Figure 1. Metal 1.
Scale: 6 px per um. Cells faint in the background.
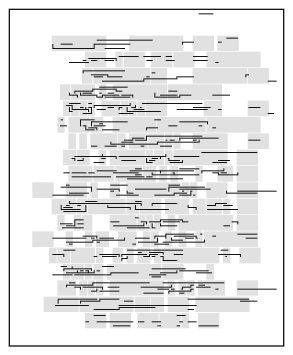
Figure 2. Signal wires on met2.
Scale: 8 px per um.
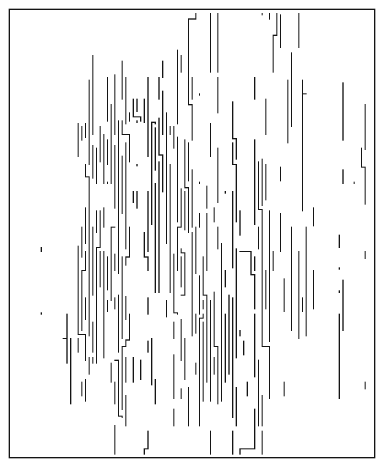
Figure 3. The metal 3 layer.
Scale: 4 px per um. Cells faint in the background.
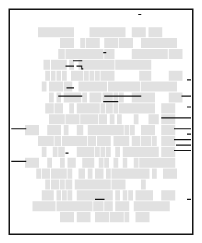
==> src/rtl/rptr_empty_lvl_pkg.sv <==
// Shared FIFO package: pointer-code conversions and default geometry used by
// both the read-side and write-side pointer blocks.
package rptr_empty_lvl_pkg;

  localparam int DEFAULT_ASIZE     = 4;
  localparam int DEFAULT_AE_THRESH = 1;

  // Conversions work on a fixed wide word; callers size-cast in and out.
  localparam int GW = 32;

  function automatic logic [GW-1:0] bin_to_gray(input logic [GW-1:0] b);
    return (b >> 1) ^ b;
  endfunction

  function automatic logic [GW-1:0] gray_to_bin(input logic [GW-1:0] g);
    logic [GW-1:0] b;
    for (int i = 0; i < GW; i++) begin
      b[i] = ^(g >> i);
    end
    return b;
  endfunction

endpackage

==> src/rtl/rptr_empty_gray2bin.sv <==
// Combinational Gray-to-binary converter (XOR prefix from the MSB down).
module gray2bin
  import rptr_empty_lvl_pkg::*;
#(
  parameter int W = DEFAULT_ASIZE + 1
) (
  input  logic [W-1:0] gray,
  output logic [W-1:0] bin
);

  always_comb begin
    bin = W'(gray_to_bin(GW'(gray)));
  end

endmodule

==> src/rtl/rptr_empty_lvl.sv <==
// Read-side FIFO pointer block: Gray read pointer, empty / almost-empty flags,
// read-side occupancy and a sticky underflow flag.
module rptr_empty_lvl
  import rptr_empty_lvl_pkg::*;
#(
  parameter int ASIZE     = DEFAULT_ASIZE,
  parameter int AE_THRESH = DEFAULT_AE_THRESH
) (
  input  logic             rclk,
  input  logic             rst_n,
  input  logic [ASIZE:0]   rq2_wptr,
  input  logic             rinc,
  output logic [ASIZE:0]   rptr,
  output logic [ASIZE-1:0] raddr,
  output logic             rempty,
  output logic             ralmost_empty,
  output logic [ASIZE:0]   rlevel,
  output logic             rerr
);

  localparam int PW = ASIZE + 1;

  logic [ASIZE:0] rbin;
  logic [ASIZE:0] rbinnext;
  logic [ASIZE:0] rgraynext;
  logic [ASIZE:0] wbin_s;
  logic [ASIZE:0] level_next;
  logic           rd_en;
  logic           rempty_val;
  logic           ralmost_empty_val;

  gray2bin #(.W(PW)) u_wptr_g2b (
    .gray (rq2_wptr),
    .bin  (wbin_s)
  );

  // A read request while empty never moves the pointer.
  always_comb begin
    rd_en             = rinc & ~rempty;
    rbinnext          = rbin + PW'(rd_en);
    rgraynext         = PW'(bin_to_gray(GW'(rbinnext)));
    rempty_val        = (rgraynext == rq2_wptr);
    level_next        = wbin_s - rbinnext;
    ralmost_empty_val = (level_next <= PW'(AE_THRESH));
  end

  assign raddr = rbin[ASIZE-1:0];

  always_ff @(posedge rclk or negedge rst_n) begin
    if (!rst_n) begin
      rbin          <= '0;
      rptr          <= '0;
      rempty        <= 1'b1;
      ralmost_empty <= 1'b1;
      rlevel        <= '0;
      rerr          <= 1'b0;
    end else begin
      rbin          <= rbinnext;
      rptr          <= rgraynext;
      rempty        <= rempty_val;
      ralmost_empty <= ralmost_empty_val;
      rlevel        <= level_next;
      rerr          <= rerr | (rinc & rempty);
    end
  end

endmodule

==> config.mk <==
export PLATFORM = sky130hd
export DESIGN_NAME = rptr_empty_lvl
export DESIGN_NICKNAME = d
export VERILOG_FILES = /design/src/rtl/rptr_empty_lvl_pkg.sv /design/src/rtl/rptr_empty_gray2bin.sv /design/src/rtl/rptr_empty_lvl.sv
export SDC_FILE = /design/constraint.sdc
export NUM_CORES = 1
export LEC_CHECK = 0
export ABC_AREA = 1
export CAP_MARGIN = 20
export CORE_ASPECT_RATIO = 1.25
export CORE_MARGIN = 2
export CORE_UTILIZATION = 50
export DETAILED_ROUTE_END_ITERATION = 10
export HOLD_SLACK_MARGIN = 0.03
export PLACE_DENSITY = 0.92
export SLEW_MARGIN = 0
export SYNTH_ARGS = -nofsm -noshare
export SYNTH_HDL_FRONTEND = slang
export SYNTH_SLANG_ARGS = --single-unit
export TNS_END_PERCENT = 30
==> constraint.sdc <==
create_clock -name rclk -period 4.5 [get_ports rclk]
set_clock_uncertainty 0.05 [all_clocks]
set_input_delay 0.45 -clock rclk [delete_from_list [all_inputs] [get_ports rclk]]
set_output_delay 0.45 -clock rclk [all_outputs]
set_load 0.03 [all_outputs]
==> impl_metrics.py <==
# Physical implementation metrics
metrics = {
    "global_route": {
        "grt_max_degree": 18,
        "antenna_found_initial": 0,
        "overflow": 0,
        "grt_usage_pct": 19.01,
        "grt_pass1_wl_mm": 3.588,
        "grt_pass1_vias": 895,
    },
    "pwr": {
        "power_w": 0.001159,
        "powerDensity_mw_per_mm2": 847.4,
        "p_leak_nw": 0.6874,
        "ir_drop_mv": 0.4849,
    },
    "synth": {
        "area_leaders": "dfrtp_1 35%, nand2_1 10%, nand3_2 6.5%",
        "async_reset_ff_share_pct": 100.0,
        "top_area_cell": "dfrtp_1",
        "syn_avg_cell_area_um2": 9.197,
        "top_cell": "nand2_1",
        "synth-edff-count": 0,
        "yosysTopAreaCellShare_pct": 34.88,
        "ys_warn_count": 0,
        "yosys-stat-area_mm2": 0.001076,
        "synth-simple-area-share_pct": 34.30,
        "synthMuxAreaShare_pct": 0,
        "ys_cells": 117,
        "synthAdderAreaFrac_pct": 6.512,
        "ys_seq_share_pct": 39.77,
        "ys_top_cells_by_count": "30 x nand2_1, 15 x dfrtp_1, 14 x inv_1, 8 x nand2_2",
        "floorplan.nets": 130,
        "netlist_instances": 117,
        "syn_area_mm2": 0.001076,
        "logic_family": "simple AND/OR/NAND/NOR gates",
        "ys_types": 24,
        "synthAoiAreaFrac_pct": 1.860,
        "xor_area_share_pct": 10.70,
        "ff_type": "dfrtp_1",
        "synth.ff_latch_count": 17,
    },
    "critical_path": {
        "rrSetupSlack_ps": 2050,
        "cp_cell_sequence": "clkdlybuf4s50_1, inv_2, nand2_4, nand3_2, nand2_2, xor2_2, xnor2_1, ha_1, inv_1, fa_1, xor2_1, nor2_1, nand3_1, nor2_1",
        "required_ps": 4680,
        "reg2reg_to": "ralmost_empty",
        "worst-path-buf-inv": 3,
        "cp_max_fo": 4,
        "end_kind": "flip-flop",
        "reg2reg_depth": 10,
        "cp.arrival_ps": 3010,
        "cp_top_family": "buffers and inverters",
        "crit_type": "in -> reg",
        "cp_slowest_cell": "clkdlybuf4s50_1",
        "max_stage_delay_ps": 570,
        "cp-start-kind": "primary input",
        "r2r-start": "rempty",
        "path_common_cell": "nor2_1",
    },
    "final_layout": {
        "clkCellAreaFrac_pct": 1.921,
        "drive_gt1_share_pct": 24.14,
        "synthToLayoutAreaGrowth_pct": 27.09,
        "buf_share_pct": 17.57,
        "flop_area_um2": 427.9,
        "diodes": 0,
        "final_util_pct": 68.23,
        "nNetsFinal": 159,
        "sh_comb_area_pct": 41.99,
        "final_cell_area_mm2": 0.001368,
        "n_all_buffers": 24,
        "final_cells": 165,
        "logic_area_um2": 574.3,
        "comb.multi_input.count": 81,
        "n_fill_cell": 163,
        "seq_cells": 17,
        "inv_count": 19,
        "nClkBuffers": 4,
        "sh_seq_area_pct": 31.29,
        "largest_cell_class": "logic gates",
    },
    "routing": {
        "route.met3.wl_um": 62,
        "drtIter0Drc": 16,
        "drcViolationCount": 0,
        "postRouteWirelength_mm": 2.163,
        "maxUsedRoutingLayer": "met4",
        "wl_per_cell_um": 13.11,
        "viasPerCell": 5.291,
        "drt_first_pass_iters": 4,
        "postRouteAntennaNets": 0,
        "wl_met1_um": 841,
        "dr_total_vias": 873,
        "wl_met2_mm": 1.177,
    },
    "flow_run": {
        "maxCapViolations": 0,
        "warning_count": 26,
    },
    "sta": {
        "setup_tns_ps": 0,
        "setup_violations": 0,
        "slew_viol_final": 0,
        "worst_slew_pin_slew_ps": 716.2,
        "fmax_mhz": 353.4,
        "hold_viol": 0,
        "slew_headroom_pct": 52.10,
        "finalClockPeriodUsage_pct": 62.89,
        "rsz0062_at_grt": "no",
        "fin_ws_ps": 1670,
        "fin_hold_ws_ps": 436.7,
        "period_minus_slack_ps": 2830,
    },
    "clock_tree": {
        "htree_levels": 1,
        "cts_root_buf": "clkbuf_4",
        "cts_resized": 0,
        "path_clk_slew_ps": 100,
        "cts.hold.buffers_added": 0,
        "cts_tree": "done",
        "clk_latency_ps": 300,
        "post_cts_buffers": 0,
        "cts_num_sinks": 17,
        "cts_made_buffers": 3,
        "cts_buffer_depth": 2,
    },
    "place": {
        "gp_congestion": 0.8104,
        "place_area_mm2": 0.001341,
        "portBuffers": 24,
        "pre_cts_slack_ps": 1392,
        "place_inst": 161,
        "post-dp-hpwl_mm": 1.777,
    },
    "min_path": {
        "worstHoldStart": "rerr",
        "hold_end": "rerr",
        "hp-class": "reg -> reg",
        "holdPathStages": 1,
    },
    "floorplanning": {
        "fp-utilization_pct": 53.68,
        "die_area_mm2": 0.002541,
        "ios": 25,
        "die_w_um": 45.49,
        "die_h_um": 55.87,
        "rows": 18,
        "taps": 20,
        "core_area_mm2": 0.002004,
    },
    "status": {
        "outcome": "completed",
    },
}
-- Figure 1 (at the start) --
wire length on this layer = 841 um
share of all routed wire = 39%

-- Figure 2 (at the start) --
main direction = vertical
wire length on this layer = 1,180 um
share of all routed wire = 54%

-- Figure 3 (at the start) --
share of all routed wire = 2.9%
longest straight run = 9.00 um
main direction = horizontal

[where the power goes]
group / switching (W) / internal [W] / total (W)
Sequential: 0.0000419 / 0.000234 / 0.000276
Combinational: 0.000484 / 0.000315 / 0.000799
Clock: 0.0000492 / 0.0000346 / 0.0000838
Total: 0.000575 / 0.000584 / 0.00116
[per-layer routing]
layer  up-vias  track usage [%]
li1        420                -
met1       419            20.25
met2        25            33.20
met3         9            1.299
met4         0            13.03
met5         -                0
[worst max-delay path by stage]
stage,from,end,slack (ps),cells past startpoint
2_1_floorplan,rq2_wptr[4],ralmost_empty,2220,14
3_3_place_gp,rq2_wptr[4],ralmost_empty,1570,14
3_5_place_dp,rq2_wptr[3],ralmost_empty,1390,14
4_1_cts,rq2_wptr[3],ralmost_empty,1710,14
5_1_grt,rq2_wptr[3],ralmost_empty,1510,14
6_report,rq2_wptr[3],ralmost_empty,1670,14
[layout by cell type, fill, tap and decap left out]
cell type / synthesis / final
clkdlybuf4s50_1: 0 / 24
fa_1: 1 / 1
nand2_4: 4 / 4
nand3b_2: 1 / 1
nand3_1: 7 / 7
nand4_1: 1 / 1
xor2_1: 4 / 4
dfstp_2: 2 / 2
inv_1: 14 / 14
o21bai_1: 2 / 2
nand3_4: 1 / 1
dfrtp_1: 15 / 15
xnor2_2: 1 / 1
xor2_2: 2 / 2
nor2_1: 4 / 4
nor2_2: 1 / 1
clkbuf_1: 0 / 1
inv_2: 4 / 4
inv_4: 1 / 1
xnor2_1: 1 / 1
clkbuf_4: 0 / 3
nand2_1: 30 / 30
nand2_2: 8 / 8
ha_1: 4 / 4
xnor3_1: 1 / 1
a21oi_1: 1 / 1
nand3_2: 7 / 7
[registers in the layout, indices dropped and copies added, names as in the netlist]
register       cells
rbin               5
rlevel             5
rptr               4
ralmost_empty      1
rempty             1
rerr               1
Power is estimated from default activity; no workload was simulated.
